`config.mk`:
```
export PLATFORM = sky130hd
export DESIGN_NAME = pcpi_serial_bridge_flat
export DESIGN_NICKNAME = d
export VERILOG_FILES = /design/src/rtl/pcpi_serial_bridge_if.sv /design/src/rtl/pcpi_serial_bridge.sv /design/src/flat_wrapper.sv
export SDC_FILE = /design/constraint.sdc
export NUM_CORES = 1
export LEC_CHECK = 0
export ABC_AREA = 1
export CORE_MARGIN = 2
export CORE_UTILIZATION = 53
export DETAILED_ROUTE_END_ITERATION = 10
export PLACE_DENSITY = 0.83
export SLEW_MARGIN = 20
export SYNTH_ARGS = -nofsm -noshare
export SYNTH_HDL_FRONTEND = slang
export SYNTH_SLANG_ARGS = --single-unit
```
`constraint.sdc`:
```
create_clock -name clk -period 3.7 [get_ports clk]
set_input_delay 0.74 -clock clk [delete_from_list [all_inputs] [get_ports clk]]
set_output_delay 0.74 -clock clk [all_outputs]
set_load 0.005 [all_outputs]
```
`src/rtl/pcpi_serial_bridge_if.sv`:
```
// rtl/pcpi_serial_bridge_if.sv - host segment channels and PCPI bus bundle for pcpi_serial_bridge
interface pcpi_serial_bridge_if #(
  parameter int SEG_W  = 4,
  parameter int WORD_W = 32
);
  // host load channel
  logic [SEG_W-1:0]  seg_in;
  logic              seg_req;
  logic              seg_ack;
  // host read channel and status
  logic              rd_req;
  logic              rd_ack;
  logic [SEG_W-1:0]  res_seg;
  logic              res_avail;
  logic              busy;
  logic              err;
  // coprocessor side
  logic              pcpi_valid;
  logic [WORD_W-1:0] pcpi_insn;
  logic              pcpi_ready;
  logic              pcpi_wr;
  logic              pcpi_wait;
  logic [WORD_W-1:0] pcpi_rd;

  modport master (
    output seg_in, seg_req, rd_req, pcpi_ready, pcpi_wr, pcpi_wait, pcpi_rd,
    input  seg_ack, rd_ack, res_seg, res_avail, busy, err, pcpi_valid, pcpi_insn
  );

  modport slave (
    input  seg_in, seg_req, rd_req, pcpi_ready, pcpi_wr, pcpi_wait, pcpi_rd,
    output seg_ack, rd_ack, res_seg, res_avail, busy, err, pcpi_valid, pcpi_insn
  );
endinterface

```
`src/rtl/pcpi_serial_bridge.sv`:
```
// rtl/pcpi_serial_bridge.sv - segment-serial host to PCPI bridge; optional watchdog under PCPI_TIMEOUT_EN
module pcpi_serial_bridge #(
  parameter int SEG_W   = 4,
  parameter int WORD_W  = 32,
  parameter int TIMEOUT = 255
) (
  input logic               clk,
  input logic               rst_n,
  pcpi_serial_bridge_if.slave bus
);
  localparam int NSEG = WORD_W / SEG_W;
  localparam int CW   = (NSEG > 1) ? $clog2(NSEG) : 1;
  localparam logic [CW-1:0] LAST_SEG = CW'(NSEG - 1);

  typedef enum logic [1:0] {LOAD, EXEC, DRAIN} state_t;

  state_t            state_q, state_d;
  logic [CW-1:0]     cnt_q, cnt_d;
  logic [CW-1:0]     rd_cnt_q, rd_cnt_d;
  logic              seg_ack_q, seg_ack_d;
  logic              rd_ack_q, rd_ack_d;
  logic              valid_q, valid_d;
  logic [WORD_W-1:0] insn_q, insn_d;
  logic [WORD_W-1:0] res_q, res_d;

`ifdef PCPI_TIMEOUT_EN
  localparam int WW = $clog2(TIMEOUT + 1);
  localparam logic [WW-1:0] TIMEOUT_W = WW'(TIMEOUT);
  logic              err_q, err_d;
  logic [WW-1:0]     wdog_q, wdog_d;
`else
  // watchdog inputs have no consumer in this build
  logic              unused_wdog;
  assign unused_wdog = bus.pcpi_wait ^ (TIMEOUT > 0);
`endif

  // state and datapath registers; reset drops any partial word, request or result
  always_ff @(posedge clk) begin
    if (!rst_n) begin
      state_q   <= LOAD;
      cnt_q     <= '0;
      rd_cnt_q  <= '0;
      seg_ack_q <= 1'b0;
      rd_ack_q  <= 1'b0;
      valid_q   <= 1'b0;
      insn_q    <= '0;
      res_q     <= '0;
`ifdef PCPI_TIMEOUT_EN
      err_q     <= 1'b0;
      wdog_q    <= '0;
`endif
    end else begin
      state_q   <= state_d;
      cnt_q     <= cnt_d;
      rd_cnt_q  <= rd_cnt_d;
      seg_ack_q <= seg_ack_d;
      rd_ack_q  <= rd_ack_d;
      valid_q   <= valid_d;
      insn_q    <= insn_d;
      res_q     <= res_d;
`ifdef PCPI_TIMEOUT_EN
      err_q     <= err_d;
      wdog_q    <= wdog_d;
`endif
    end
  end

  // next-state: handshakes, PCPI issue and result drain
  always_comb begin
    state_d   = state_q;
    cnt_d     = cnt_q;
    rd_cnt_d  = rd_cnt_q;
    seg_ack_d = seg_ack_q;
    rd_ack_d  = rd_ack_q;
    valid_d   = valid_q;
    insn_d    = insn_q;
    res_d     = res_q;
`ifdef PCPI_TIMEOUT_EN
    err_d     = err_q;
    wdog_d    = '0;
`endif
    // acks release on a low request in every state so none is left hanging
    if (!bus.seg_req) seg_ack_d = 1'b0;
    if (!bus.rd_req)  rd_ack_d  = 1'b0;

    case (state_q)
      LOAD: begin
        if (bus.seg_req && !seg_ack_q) begin
          insn_d[cnt_q*SEG_W +: SEG_W] = bus.seg_in;
          seg_ack_d = 1'b1;
`ifdef PCPI_TIMEOUT_EN
          err_d = 1'b0;
`endif
          if (cnt_q == LAST_SEG) begin
            cnt_d   = '0;
            state_d = EXEC;
            valid_d = 1'b1;
          end else begin
            cnt_d = cnt_q + 1'b1;
          end
        end
      end
      EXEC: begin
        if (bus.pcpi_ready) begin
          valid_d = 1'b0;
          if (bus.pcpi_wr) begin
            res_d    = bus.pcpi_rd;
            rd_cnt_d = '0;
            state_d  = DRAIN;
          end else begin
            state_d = LOAD;
          end
        end
`ifdef PCPI_TIMEOUT_EN
        else if (bus.pcpi_wait) begin
          wdog_d = '0;
        end else if (wdog_q + 1'b1 == TIMEOUT_W) begin
          valid_d = 1'b0;
          err_d   = 1'b1;
          state_d = LOAD;
        end else begin
          wdog_d = wdog_q + 1'b1;
        end
`endif
      end
      DRAIN: begin
        if (bus.rd_req && !rd_ack_q) begin
          rd_ack_d = 1'b1;
        end else if (!bus.rd_req && rd_ack_q) begin
          if (rd_cnt_q == LAST_SEG) begin
            rd_cnt_d = '0;
            state_d  = LOAD;
          end else begin
            rd_cnt_d = rd_cnt_q + 1'b1;
          end
        end
      end
      default: state_d = LOAD;
    endcase
  end

  assign bus.seg_ack    = seg_ack_q;
  assign bus.rd_ack     = rd_ack_q;
  assign bus.pcpi_valid = valid_q;
  assign bus.pcpi_insn  = insn_q;
  assign bus.busy       = (state_q != LOAD);
  assign bus.res_avail  = (state_q == DRAIN);
  assign bus.res_seg    = (state_q == DRAIN) ? res_q[rd_cnt_q*SEG_W +: SEG_W] : '0;
`ifdef PCPI_TIMEOUT_EN
  assign bus.err        = err_q;
`else
  assign bus.err        = 1'b0;
`endif
endmodule

```
`src/flat_wrapper.sv`:
```
// flat-port wrapper written by rule: the top's interface ports become plain ports
module pcpi_serial_bridge_flat 
#(
  parameter int SEG_W   = 4,
  parameter int WORD_W  = 32,
  parameter int TIMEOUT = 255
)
  (clk, rst_n, bus_seg_in, bus_seg_req, bus_rd_req, bus_pcpi_ready, bus_pcpi_wr, bus_pcpi_wait, bus_pcpi_rd, bus_seg_ack, bus_rd_ack, bus_res_seg, bus_res_avail, bus_busy, bus_err, bus_pcpi_valid, bus_pcpi_insn);
  pcpi_serial_bridge_if #(.SEG_W(SEG_W), .WORD_W(WORD_W)) bus_i ();
  input logic clk;
  input logic rst_n;
  input wire logic [$bits(bus_i.seg_in)-1:0] bus_seg_in;
  input wire logic [$bits(bus_i.seg_req)-1:0] bus_seg_req;
  input wire logic [$bits(bus_i.rd_req)-1:0] bus_rd_req;
  input wire logic [$bits(bus_i.pcpi_ready)-1:0] bus_pcpi_ready;
  input wire logic [$bits(bus_i.pcpi_wr)-1:0] bus_pcpi_wr;
  input wire logic [$bits(bus_i.pcpi_wait)-1:0] bus_pcpi_wait;
  input wire logic [$bits(bus_i.pcpi_rd)-1:0] bus_pcpi_rd;
  output wire logic [$bits(bus_i.seg_ack)-1:0] bus_seg_ack;
  output wire logic [$bits(bus_i.rd_ack)-1:0] bus_rd_ack;
  output wire logic [$bits(bus_i.res_seg)-1:0] bus_res_seg;
  output wire logic [$bits(bus_i.res_avail)-1:0] bus_res_avail;
  output wire logic [$bits(bus_i.busy)-1:0] bus_busy;
  output wire logic [$bits(bus_i.err)-1:0] bus_err;
  output wire logic [$bits(bus_i.pcpi_valid)-1:0] bus_pcpi_valid;
  output wire logic [$bits(bus_i.pcpi_insn)-1:0] bus_pcpi_insn;
  assign bus_i.seg_in = bus_seg_in;
  assign bus_i.seg_req = bus_seg_req;
  assign bus_i.rd_req = bus_rd_req;
  assign bus_i.pcpi_ready = bus_pcpi_ready;
  assign bus_i.pcpi_wr = bus_pcpi_wr;
  assign bus_i.pcpi_wait = bus_pcpi_wait;
  assign bus_i.pcpi_rd = bus_pcpi_rd;
  assign bus_seg_ack = bus_i.seg_ack;
  assign bus_rd_ack = bus_i.rd_ack;
  assign bus_res_seg = bus_i.res_seg;
  assign bus_res_avail = bus_i.res_avail;
  assign bus_busy = bus_i.busy;
  assign bus_err = bus_i.err;
  assign bus_pcpi_valid = bus_i.pcpi_valid;
  assign bus_pcpi_insn = bus_i.pcpi_insn;
  pcpi_serial_bridge #(.SEG_W(SEG_W), .WORD_W(WORD_W), .TIMEOUT(TIMEOUT)) u_core (.clk(clk), .rst_n(rst_n), .bus(bus_i));
endmodule
```
Fig. 1: gate families picked out
The bar under the picture is 20 um long.
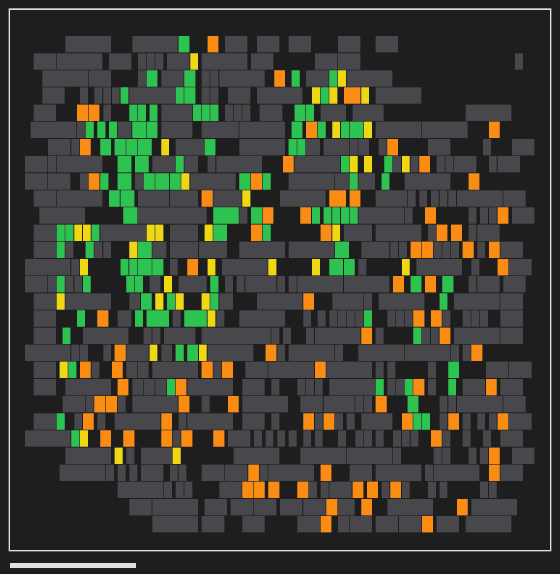
legend:
  orange:
    family: inverting AOI/OAI gates
    cells: 85
    where: spread over the die
  yellow:
    family: inverters
    cells: 37
  green:
    family: NAND gates
    cells: 103

Fig. 2: clock wires, drivers and flops
The bar under the picture is 20 um long.
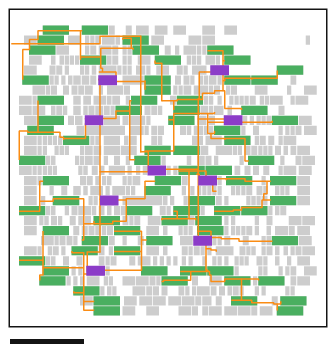
legend:
  green:
    item: flip-flops
    count: 75
  orange:
    item: clock wires
    length: 887 um
  purple:
    item: clock drivers
    count: 9
routed clock nets: 10
flops lie: spread over the die

Fig. 3: placed cells, one color a class
The bar under the picture is 20 um long.
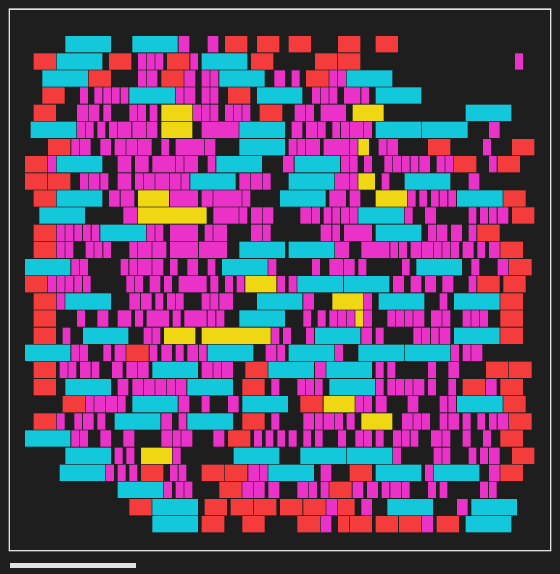
legend:
  yellow:
    class: clock drivers and dummy loads
    cells: 16
    share_of_their_area: 5.1%
  red:
    class: other buffers and delay cells
    cells: 83
    share_of_their_area: 18%
  magenta:
    class: combinational and other logic
    cells: 418
    share_of_their_area: 43%
  cyan:
    class: flops
    cells: 75
    share_of_their_area: 34%

==> impl_metrics.xml <==
<?xml version="1.0" encoding="UTF-8"?>
<metrics>
  <group name="outcome">
    <metric name="status" unit="">completed</metric>
  </group>
  <group name="critical_path">
    <metric name="crit_end" unit="">bus_res_seg[3]</metric>
    <metric name="worstReg2RegStart" unit="">u_core.cnt_q[0]</metric>
    <metric name="worst_ep_arrival_time" unit="ns">2.35</metric>
    <metric name="required" unit="ns">2.96</metric>
    <metric name="path_common_cell" unit="">sky130_fd_sc_hd__nor2_1</metric>
  </group>
  <group name="global_routing">
    <metric name="wire_length_of_the_first_global_routing_pass" unit="mm">14.85</metric>
    <metric name="global_route.usage.met2" unit="%">42.61</metric>
    <metric name="maximum_number_of_pins_on_one_net_before_global_route_repair" unit="">44</metric>
    <metric name="grt_util_all_layers" unit="%">24.91</metric>
    <metric name="number_of_antenna_violations_at_the_first_check_in_global_routing" unit="">0</metric>
    <metric name="grt_use_met1" unit="%">30.48</metric>
  </group>
  <group name="power_and_ir_drop">
    <metric name="power.internal" unit="mW">1.441</metric>
    <metric name="max-vdd-ir-drop" unit="mV">0.3471</metric>
    <metric name="p_switching" unit="mW">0.6315</metric>
    <metric name="power.largest_group" unit="">sequential cells</metric>
    <metric name="power_clock" unit="mW">0.713</metric>
    <metric name="total_power" unit="mW">2.072</metric>
    <metric name="pwr-share-clk" unit="%">34.4</metric>
  </group>
  <group name="floorplan">
    <metric name="die_area" unit="um^2">7338</metric>
    <metric name="core.rowCount" unit="">29</metric>
  </group>
  <group name="logic_synthesis">
    <metric name="ys_sh_simple" unit="%">34.51</metric>
    <metric name="yosys-mux-area-fraction" unit="%">0</metric>
    <metric name="synthCells" unit="">518</metric>
    <metric name="yosys_cells" unit="">518</metric>
    <metric name="netlist_logic_family_top" unit="">simple AND/OR/NAND/NOR gates</metric>
  </group>
  <group name="drt">
    <metric name="routed-via-count" unit="">3544</metric>
    <metric name="drt-wirelength-per-cell" unit="um">13.13</metric>
    <metric name="first_pass_iters" unit="">5</metric>
    <metric name="ant_nets" unit="">0</metric>
  </group>
  <group name="clock_tree">
    <metric name="ctsHtreeMaxLevel" unit="">3</metric>
    <metric name="clock-root-buffer" unit="">sky130_fd_sc_hd__clkbuf_8</metric>
  </group>
  <group name="timing">
    <metric name="hold-worst-slack" unit="ns">0.4670</metric>
    <metric name="hold_viol" unit="">0</metric>
    <metric name="rsz0062_at_grt" unit="">false</metric>
    <metric name="setup_tns" unit="ns">0</metric>
  </group>
  <group name="final_layout">
    <metric name="layout.cell_area.non_filler" unit="um^2">4554</metric>
    <metric name="final_common_cell" unit="">sky130_fd_sc_hd__nor2_1</metric>
    <metric name="inv_count" unit="">37</metric>
    <metric name="bufAreaShareNonClock" unit="%">18.08</metric>
    <metric name="antenna_cells_inserted" unit="">0</metric>
    <metric name="largest_cell_class" unit="">combinational gates</metric>
    <metric name="share_of_post_route_cells_with_drive_strength_above_1" unit="%">6.757</metric>
    <metric name="seqAreaFraction" unit="%">32.97</metric>
    <metric name="sequential_cell_total" unit="">75</metric>
  </group>
  <group name="job">
    <metric name="max_cap_violations" unit="">0</metric>
  </group>
  <group name="min_path">
    <metric name="worstHoldPathType" unit="">flop to flop</metric>
    <metric name="timing.hold.worst.start" unit="">u_core.bus.pcpi_valid</metric>
  </group>
  <group name="placement">
    <metric name="place_area" unit="um^2">4327</metric>
  </group>
</metrics>
Fig. 4: power grid
Pins as bars on the die edge. Tap cells in gray.
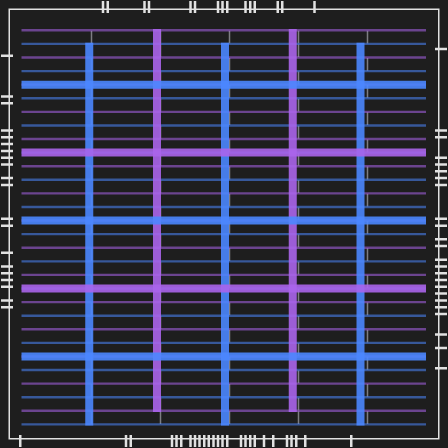
legend:
  purple:
    net: VDD
  blue:
    net: VSS
signal pins: 85
met5 straps: 5

Fig. 5: clock routing
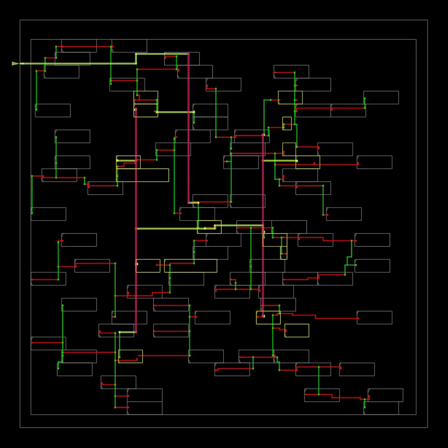
CTS sink count: 75
Max Clock Skew: 0.005415 ns
clkbuf count: 12
Num CTS Buffers: 9

No activity file was given, so power comes from the tool's default toggle rates.
